===== src/rtl/video_dot_capture_pkg.sv =====
// Shared constants and helpers for the video dot capture path.
package video_dot_capture_pkg;

    localparam int unsigned VIDEO_BYTE_BITS = 8;

    // Left-justify the n most recent dots of a partial byte, zero-padded on the right.
    function automatic logic [VIDEO_BYTE_BITS-1:0] flush_byte(
        input logic [VIDEO_BYTE_BITS-1:0] sr,
        input logic [2:0]                 n
    );
        logic [3:0] shamt;
        shamt = 4'd8 - {1'b0, n};
        return sr << shamt;
    endfunction

endpackage


===== src/rtl/video_cap_fifo.sv =====
// Synchronous first-word-fall-through FIFO; pushes while full are ignored unless a pop
// happens in the same cycle.
module video_cap_fifo #(
    parameter int unsigned FIFO_DEPTH = 4,
    parameter int unsigned WIDTH      = 8
) (
    input  logic             clk_i,
    input  logic             rst_i,
    input  logic             push_i,
    input  logic [WIDTH-1:0] data_i,
    input  logic             pop_i,
    output logic [WIDTH-1:0] data_o,
    output logic             full_o,
    output logic             empty_o
);

    localparam int unsigned PtrW = $clog2(FIFO_DEPTH);
    localparam logic [PtrW:0] PtrOne = 1;

    logic [WIDTH-1:0] mem_q [FIFO_DEPTH];
    logic [WIDTH-1:0] mem_d [FIFO_DEPTH];
    logic [PtrW:0]    wr_ptr_q, wr_ptr_d;
    logic [PtrW:0]    rd_ptr_q, rd_ptr_d;
    logic             do_push, do_pop;

    // Extra pointer MSB distinguishes full from empty when the indices match.
    assign empty_o = (wr_ptr_q == rd_ptr_q);
    assign full_o  = (wr_ptr_q[PtrW] != rd_ptr_q[PtrW]) &&
                     (wr_ptr_q[PtrW-1:0] == rd_ptr_q[PtrW-1:0]);
    assign data_o  = mem_q[rd_ptr_q[PtrW-1:0]];

    always_comb begin
        do_pop   = pop_i & ~empty_o;
        do_push  = push_i & (~full_o | do_pop);
        wr_ptr_d = wr_ptr_q;
        rd_ptr_d = rd_ptr_q;
        mem_d    = mem_q;
        if (do_push) begin
            mem_d[wr_ptr_q[PtrW-1:0]] = data_i;
            wr_ptr_d = wr_ptr_q + PtrOne;
        end
        if (do_pop) begin
            rd_ptr_d = rd_ptr_q + PtrOne;
        end
    end

    always_ff @(posedge clk_i) begin
        if (rst_i) begin
            wr_ptr_q <= '0;
            rd_ptr_q <= '0;
            for (int i = 0; i < int'(FIFO_DEPTH); i++) begin
                mem_q[i] <= '0;
            end
        end else begin
            wr_ptr_q <= wr_ptr_d;
            rd_ptr_q <= rd_ptr_d;
            mem_q    <= mem_d;
        end
    end

endmodule


===== src/rtl/video_dot_capture.sv =====
// Deserialises the serial video dot stream into address-tagged bytes and queues them
// for the capture framebuffer write port.
module video_dot_capture
    import video_dot_capture_pkg::*;
#(
    parameter int unsigned ADDR_WIDTH = 11,
    parameter int unsigned FIFO_DEPTH = 4
) (
    input  logic                  sys_clock_i,
    input  logic                  sys_reset_i,
    input  logic                  pixel_clk_en,
    input  logic                  video_i,
    input  logic                  display_en_i,
    input  logic                  h_sync_i,
    input  logic                  v_sync_i,
    output logic [ADDR_WIDTH-1:0] wr_addr_o,
    output logic [7:0]            wr_data_o,
    output logic                  wr_valid_o,
    input  logic                  wr_ready_i,
    output logic                  frame_done_o,
    output logic                  overrun_o
);

    localparam int unsigned EntryW = ADDR_WIDTH + VIDEO_BYTE_BITS;
    localparam logic [ADDR_WIDTH-1:0] AddrOne = 1;

    logic [VIDEO_BYTE_BITS-1:0] sr_q, sr_d;
    logic [2:0]                 bit_cnt_q, bit_cnt_d;
    logic [ADDR_WIDTH-1:0]      addr_q, addr_d;
    logic                       hs_q, hs_d, vs_q, vs_d;
    logic                       frame_done_q, frame_done_d;
    logic                       overrun_q, overrun_d;

    logic                       sample, byte_done, hs_rise, vs_rise, flush;
    logic                       push, pop, fifo_full, fifo_empty;
    logic [VIDEO_BYTE_BITS-1:0] push_data;
    logic [EntryW-1:0]          fifo_dout;

    always_comb begin
        sample    = pixel_clk_en & display_en_i;
        byte_done = sample && (bit_cnt_q == 3'd7);
        hs_rise   = h_sync_i & ~hs_q;
        vs_rise   = v_sync_i & ~vs_q;
        // A completing byte takes priority; the flush would otherwise emit an empty entry.
        flush     = hs_rise && (bit_cnt_q != 3'd0) && !byte_done;
        push      = byte_done | flush;
        push_data = byte_done ? {sr_q[6:0], video_i} : flush_byte(sr_q, bit_cnt_q);
        pop       = ~fifo_empty & wr_ready_i;

        sr_d         = sr_q;
        bit_cnt_d    = bit_cnt_q;
        addr_d       = addr_q;
        hs_d         = h_sync_i;
        vs_d         = v_sync_i;
        frame_done_d = vs_rise;
        overrun_d    = overrun_q | (push & fifo_full & ~pop);

        if (sample) begin
            sr_d      = {sr_q[6:0], video_i};
            bit_cnt_d = bit_cnt_q + 3'd1;
        end
        if (flush) begin
            bit_cnt_d = 3'd0;
        end
        // Dropped entries still consume an address so later bytes land correctly.
        if (push) begin
            addr_d = addr_q + AddrOne;
        end
        if (vs_rise) begin
            addr_d    = '0;
            bit_cnt_d = 3'd0;
        end
    end

    always_ff @(posedge sys_clock_i) begin
        if (sys_reset_i) begin
            sr_q         <= '0;
            bit_cnt_q    <= '0;
            addr_q       <= '0;
            hs_q         <= 1'b1;
            vs_q         <= 1'b1;
            frame_done_q <= 1'b0;
            overrun_q    <= 1'b0;
        end else begin
            sr_q         <= sr_d;
            bit_cnt_q    <= bit_cnt_d;
            addr_q       <= addr_d;
            hs_q         <= hs_d;
            vs_q         <= vs_d;
            frame_done_q <= frame_done_d;
            overrun_q    <= overrun_d;
        end
    end

    video_cap_fifo #(
        .FIFO_DEPTH (FIFO_DEPTH),
        .WIDTH      (EntryW)
    ) u_fifo (
        .clk_i   (sys_clock_i),
        .rst_i   (sys_reset_i),
        .push_i  (push),
        .data_i  ({addr_q, push_data}),
        .pop_i   (pop),
        .data_o  (fifo_dout),
        .full_o  (fifo_full),
        .empty_o (fifo_empty)
    );

    assign wr_addr_o    = fifo_dout[EntryW-1:VIDEO_BYTE_BITS];
    assign wr_data_o    = fifo_dout[VIDEO_BYTE_BITS-1:0];
    assign wr_valid_o   = ~fifo_empty;
    assign frame_done_o = frame_done_q;
    assign overrun_o    = overrun_q;

endmodule


===== config.mk =====
export PLATFORM = sky130hd
export DESIGN_NAME = video_dot_capture
export DESIGN_NICKNAME = d
export VERILOG_FILES = /design/src/rtl/video_dot_capture_pkg.sv /design/src/rtl/video_cap_fifo.sv /design/src/rtl/video_dot_capture.sv
export SDC_FILE = /design/constraint.sdc
export NUM_CORES = 1
export LEC_CHECK = 0
export CAP_MARGIN = 20
export CORE_MARGIN = 5
export CORE_UTILIZATION = 63
export DETAILED_ROUTE_END_ITERATION = 8
export DONT_BUFFER_PORTS = 1
export MAX_ROUTING_LAYER = met4
export PLACE_DENSITY_LB_ADDON = 0.08
export SYNTH_ARGS = -nofsm -noshare
export SYNTH_HDL_FRONTEND = slang
export SYNTH_SLANG_ARGS = --single-unit

===== constraint.sdc =====
create_clock -name sys_clock_i -period 2.5 [get_ports sys_clock_i]
set_input_delay 0.5 -clock sys_clock_i [delete_from_list [all_inputs] [get_ports sys_clock_i]]
set_output_delay 0.5 -clock sys_clock_i [all_outputs]
set_load 0.02 [all_outputs]

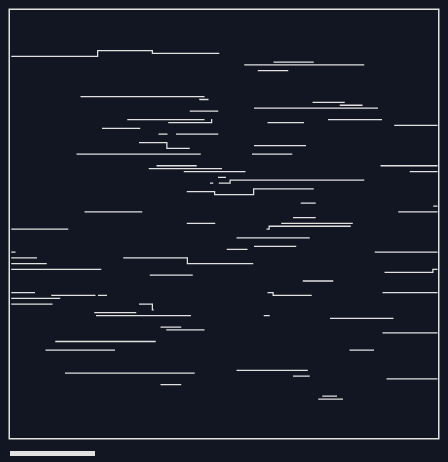
Figure 1: run 1, M3 wires.
Scale bar: 20 um.
share of all routed wire: 7.6%
longest straight run: 31.5 um
main direction: horizontal
wire length on this layer: 934 um
total detailed-routing wirelength: 12300 um
vias: 4261

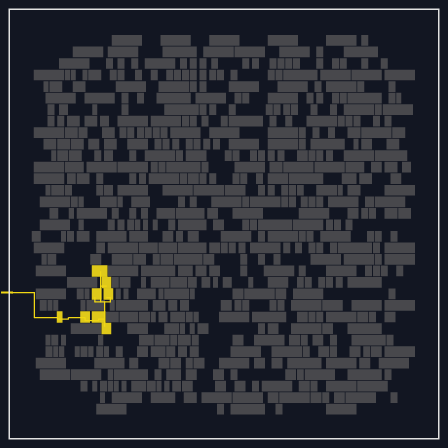
Figure 2: run 1, wires at chosen ports, followed through buffers.
| port | color | bits | direction | end cells | wire |
|---|---|---|---|---|---|
| pixel_clk_en | yellow | 1 | input | 8 | 50.4 um |
I/O Pins: 30
port bufs: 0

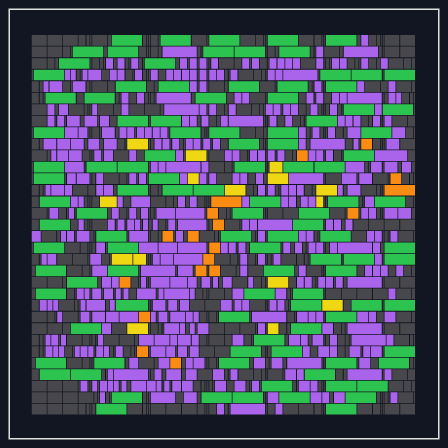
Figure 3: run 1, placement by cell class.
Fill, decap, tap and diode cells in gray.
| class | color | cells |
|---|---|---|
| remaining buffers and delay cells | orange | 18 |
| registers | green | 108 |
| clock drivers and dummy loads | yellow | 15 |
| remaining logic cells | purple | 408 |
post-route design area: 0.00543 sq mm
sequential fraction of total cell area: 39.8%

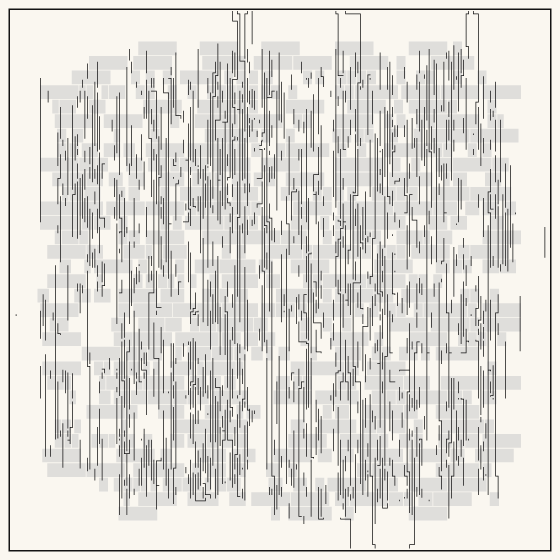
Figure 4: run 1, M2 wires.
Cells faint in the background.
nets with wire on the layer: 452
longest straight run: 54.4 um
share of all routed wire: 46%
main direction: vertical
wire length on this layer: 5630 um
grt met2 use: 38.1%

==> flow_metrics.env, run 1 <==
# implementation run metrics
export IMPL_post_drt_via_cell_ratio=6.52
export IMPL_period_used_pct=92.1
export IMPL_cts_buffers=9
export IMPL_wl_met3_um=934
export IMPL_postSynthCellCount=570
export IMPL_syn_to_final_growth_pct=4.07
export IMPL_ctsHoldBuffers=0
export IMPL_hpwlAfterDp_um=7810
export IMPL_top_register="u_fifo.mem_q"
export IMPL_htreeDepth=3
export IMPL_finalNonFillerCells=654
export IMPL_timing_hold_ws_ps=173
export IMPL_hold_viol=0
export IMPL_power_total_uw=2850
export IMPL_firstDrtPassIters=5
export IMPL_ir_drop_mv=0.286
export IMPL_gr_usage_met3_pct=5.33
export IMPL_startpoint="bit_cnt_q[1]"
export IMPL_syn_cell_area_sq_mm=0.00522
export IMPL_root_buffer="clkbuf_8"
export IMPL_setup_violations=0
export IMPL_fin_skew_ps=20.1
export IMPL_postCtsSetupBuffers=0
export IMPL_clkTransAtPathRegs_ps=110
export IMPL_drt_initial_drc_count=397
export IMPL_grt_pass1_wl_um=20500
export IMPL_critPathCapture="u_fifo.mem_q[42]"
export IMPL_rr_startpoint="bit_cnt_q[1]"
export IMPL_async_reset_ff_share_pct=0
export IMPL_num_fill_cells=668
export IMPL_place_area_sq_mm=0.00524
export IMPL_dieArea_sq_mm=0.0102
export IMPL_powerDensity_mw_per_mm2=525
export IMPL_antenna_found_initial=0
export IMPL_critPathTopFamily="AND-OR/OR-AND gates"
export IMPL_initial_utilization_pct=64.2
export IMPL_cpMostUsedCell="ha_1"
export IMPL_openroad_warnings=30
export IMPL_topCombFamilyByArea="AND-OR/OR-AND gates"
export IMPL_power_leader="sequential cells"
export IMPL_final_nets=563
export IMPL_final_core_util_pct=66.8
export IMPL_p_sw_share_pct=24.7
export IMPL_maxCapViolCount=0
export IMPL_worst_r2r_path_depth=7
export IMPL_ys_seq_share_pct=41.4
export IMPL_p_clk_uw=990
export IMPL_seqPwrFrac_pct=61.0
export IMPL_ant_nets=0
export IMPL_power_share_clock_pct=34.7
export IMPL_path_max_fanout=19
export IMPL_core_area_sq_mm=0.00813
export IMPL_compound_area_share_pct=22.6
export IMPL_powerComb_uw=122
export IMPL_critPathKind="register to register"
export IMPL_crit_buf_inv=1
export IMPL_critPathRequiredTime_ps=2740
export IMPL_status="finished clean"
export IMPL_power_leakage_uw=0.00175
export IMPL_worst_path_max_delay_cell="a31oi_1"
[run 1: how the worst min path moves through the flow]
stage / slack [ps] / to / from / cells past startpoint
final: 170 / sr_q[0] / sys_reset_i / 1
after global routing: 150 / sr_q[0] / sys_reset_i / 1
after CTS: 170 / sr_q[0] / sys_reset_i / 1
after detailed placement: 460 / u_fifo.mem_q[8] / u_fifo.mem_q[8] / 2
after global placement: 440 / sr_q[7] / sr_q[7] / 2
after floorplan: 430 / sr_q[7] / sr_q[7] / 2
[run 1: layout make-up]
cell class / instances / area (sq um) / area share, %
flip-flops and latches: 108 / 2160 / 39.8
repair buffers: 18 / 160 / 2.95
clock inverters: 6 / 48.8 / 0.898
multi-input cells: 402 / 2780 / 51.2
well taps: 105 / 131 / 2.42
clock buffers: 9 / 124 / 2.28
inverters: 6 / 22.5 / 0.415
[run 1: Yosys cell counts, types with 2 or more instances]
library cell	instances	area [sq um]
nand2b_1	5	31.3
o21ai_0	52	260
o2111ai_1	4	35.0
xor2_1	12	105
and4_1	4	35.0
or3_1	5	31.3
clkbuf_1	25	93.8
or2_2	4	25.0
mux4_2	21	473
nor2_1	23	86.3
dfxtp_1	108	2160
xnor2_1	3	26.3
mux2i_1	8	80.1
buf_2	18	90.1
buf_6	5	56.3
and3_1	4	25.0
o41ai_1	2	17.5
nor3_1	18	90.1
nand2_1	25	93.8
ha_1	10	125
inv_1	6	22.5
nand3_1	50	250
buf_1	2	7.51
a21oi_1	94	470
nand4_1	3	18.8
o21ai_1	3	15.0
a211oi_1	24	180
buf_4	4	30.0
and2_1	3	18.8
o211ai_1	3	22.5
a22oi_1	3	22.5
a21boi_4	4	75.1
==> inputs of run 2 (changes only) <==
Settings changed: SLEW_MARGIN from default to 20.
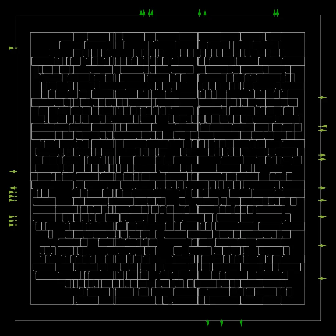
Figure 5: run 2, placed standard cells.
fillers: 668
row count: 33
Layout Cells excl Fill: 654

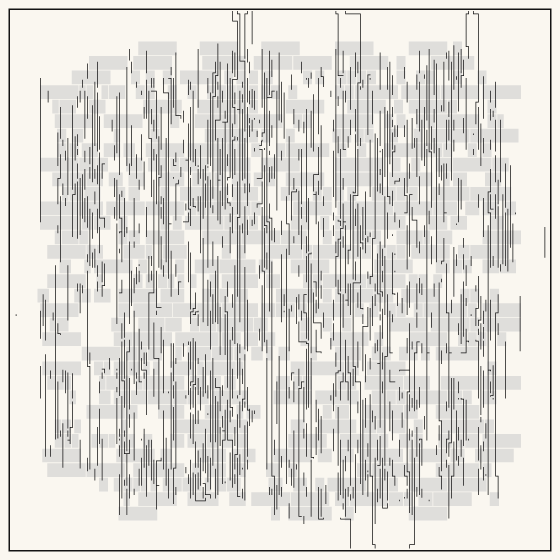
Figure 6: run 2, M2 wires.
Cells faint in the background.
nets with wire on the layer: 452
main direction: vertical
longest straight run: 54.4 um

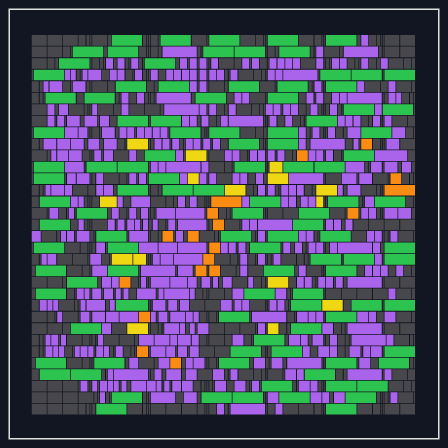
Figure 7: run 2, placement by cell class.
Fill, decap, tap and diode cells in gray.
Finished Core Util: 66.8%
Core Area: 0.00813 sq mm

==> run 2 against run 1 <==
Effect of this change: clock-buffer cell count did not move; global-route usage is the same; clock power about the same; sequential share of layout area unchanged; sequential power hardly changed; critical endpoint unchanged.
==> flow_metrics.env, run 2 <==
# implementation run metrics
export IMPL_htreeDepth=3
export IMPL_ios=30
export IMPL_dieArea_sq_mm=0.0102
export IMPL_slew_viol_final=0
export IMPL_postCtsSetupBuffers=0
export IMPL_setup_slack_ps=198
export IMPL_flops=108
export IMPL_cts_tree="yes"
export IMPL_place_area_sq_mm=0.00524
export IMPL_ir_drop_mv=0.286
export IMPL_antenna_found_initial=0
export IMPL_clkTransAtPathRegs_ps=110
export IMPL_synthTopCellsByArea="dfxtp_1 (41%), mux4_2 (9.1%), a21oi_1 (9.0%), o21ai_0 (5.0%), nand3_1 (4.8%)"
export IMPL_dp_cells=639
export IMPL_firstDrtPassIters=5
export IMPL_p_sw_share_pct=24.7
export IMPL_top_regs="u_fifo.mem_q x76, addr_q x11, sr_q x8"
export IMPL_whs_path_depth=1
export IMPL_hp_class="primary input to register"
export IMPL_yosysCellCount=570
export IMPL_io_buffers=0
export IMPL_hpwlAfterDp_um=7810
export IMPL_drt_initial_drc_count=397
export IMPL_grt_util_met2_pct=38.1
export IMPL_clock_latency_late_pin_ps=370
export IMPL_hold_viol=0
export IMPL_ys_sh_mux_pct=10.6
export IMPL_powerDensity_mw_per_mm2=525
export IMPL_critPathLaunchType="register"
export IMPL_dominant_cells="logic gates"
export IMPL_ys_flop_type="dfxtp_1"
export IMPL_gr_max_usage_layer="met2"
export IMPL_postSynthCellCount=570
export IMPL_async_reset_ff_share_pct=0
export IMPL_setup_violations=0
export IMPL_top_layer_used="met4"
export IMPL_top_register="u_fifo.mem_q"
export IMPL_route_met2_wl_um=5630
export IMPL_critPathRequiredTime_ps=2740
export IMPL_synthesis_nets=588
export IMPL_post_drt_wl_per_cell_um=18.8
export IMPL_cts_buffers=9
export IMPL_grt_pass1_wl_um=20500
export IMPL_timing_hold_ws_ps=173
export IMPL_xor_share_pct=2.52
export IMPL_intPower_uw=2150
export IMPL_ant_nets=0
export IMPL_path_max_fanout=19
export IMPL_n_antenna_cell=0
export IMPL_vias=4261
export IMPL_layout_top_cells="dfxtp_1 (107), a21oi_1 (94), o21ai_0 (52)"
export IMPL_comb_area_sq_mm=0.00278
export IMPL_p_sw_uw=705
export IMPL_layout_top_cell="dfxtp_1"
export IMPL_buf_share_pct=2.95
export IMPL_fmax_mhz=434
export IMPL_ctsLongestPathBuffers=2
export IMPL_worst_r2r_path_depth=7
export IMPL_wl_met3_um=934
export IMPL_flop_area_sq_mm=0.00216
export IMPL_n_all_buffers=18
export IMPL_synth_top_area_share_pct=41.4
export IMPL_taps=105
export IMPL_maxCapViolCount=0
export IMPL_syn_to_final_growth_pct=4.07
export IMPL_top_area_cell="dfxtp_1"
export IMPL_critPathKind="register to register"
export IMPL_synth_cell_types=47
export IMPL_clk_share_pct=3.18
export IMPL_synth_edff_count=0
export IMPL_topCombFamilyByArea="AND-OR/OR-AND gates"
export IMPL_wirelength_um=12300
export IMPL_gr_usage_met3_pct=5.33
export IMPL_routabilityCongestion=0.885
export IMPL_comb_multi_input_count=402
export IMPL_common_cells="dfxtp_1 (108), a21oi_1 (94), o21ai_0 (52)"
export IMPL_synth_simple_area_share_pct=14.7
export IMPL_clock_sinks=108
export IMPL_post_drt_via_cell_ratio=6.52
export IMPL_synthMostInstantiatedCell="dfxtp_1"
export IMPL_drive_gt1_share_pct=13.3
export IMPL_seqPwrFrac_pct=61.0
export IMPL_seq_share_pct=39.8
export IMPL_fa_ha_area_share_pct=2.40
export IMPL_period_used_pct=92.1
export IMPL_initial_utilization_pct=64.2
export IMPL_comb_area_share_pct=51.2
export IMPL_syn_cell_area_sq_mm=0.00522
export IMPL_routedLengthMet1_um=5660
export IMPL_critPathArrivalTime_ps=2550
export IMPL_status="finished clean"
export IMPL_clock_buffers=9
export IMPL_fin_area_sq_mm=0.00543
export IMPL_power_share_clock_pct=34.7
export IMPL_compound_area_share_pct=22.6
export IMPL_endpoint_kind="register"
export IMPL_power_leakage_uw=0.00175
export IMPL_final_nets=563
export IMPL_slew_headroom_pct=46.4
export IMPL_inv_count=6
export IMPL_ys_seq_share_pct=41.4
export IMPL_root_buffer="clkbuf_8"
export IMPL_openroad_warnings=30
export IMPL_synth_area_per_cell_sq_um=9.16
export IMPL_fin_skew_ps=20.1
## run 2: cell counts after synthesis
Identical to the previous run, type by type.
## run 2: worst paths after layout
check | startpoint | to | slack, ps
setup / recovery | bit_cnt_q[1] | u_fifo.mem_q[42] | 200
hold / removal | sys_reset_i | sr_q[0] | 170
setup reg to reg | bit_cnt_q[1] | u_fifo.mem_q[42] | 200
hold reg to reg | u_fifo.mem_q[8] | u_fifo.mem_q[8] | 480
## run 2: stage by stage
| step | power, uW | util [%] |
|---|---|---|
| 6_report | 2850 | 66.8 |
| 4_1_cts | 2860 | 66.5 |
| 5_1_grt | 2960 | 66.8 |
| 3_3_place_gp | 1900 | 64.4 |
| 3_5_place_dp | 1900 | 64.4 |
| 2_1_floorplan | 1900 | - |
## run 2: power groups by stage
stage / sequential, uW / clock, uW / combinational, uW
global route: 1740 / 1090 / 134
CTS: 1740 / 1000 / 121
detailed placement: 1780 / 0 / 121
floorplan: 1780 / 0 / 120
global placement: 1780 / 0 / 118
finish: 1740 / 990 / 122
## run 2: kinds of logic (layout without fill, tap and decap cells)
kind of cell / count (synthesis) / after routing
fa+ha+maj: 10 / 10
xor+xnor: 15 / 15
simple gates: 150 / 150
compound gates: 198 / 198
mux: 29 / 29
flops: 108 / 108
buf+inv: 60 / 39
## run 2: timing repair
item                                   4_1_cts  5_1_grt
resized                                      0        7
hold buffers                                 0        0
setup endpoints to repair                    0       47
endpoints found under the hold margin        0        0
## run 2: worst max-delay path: stages (launching register included)
cell and delay, ps:
dfxtp_1 440, ha_1 200, ha_1 280, and3_1 240, buf_4 250, nor2_1 140, a31oi_1 460, a211oi_1 160
Power and IR drop assume default switching activity.
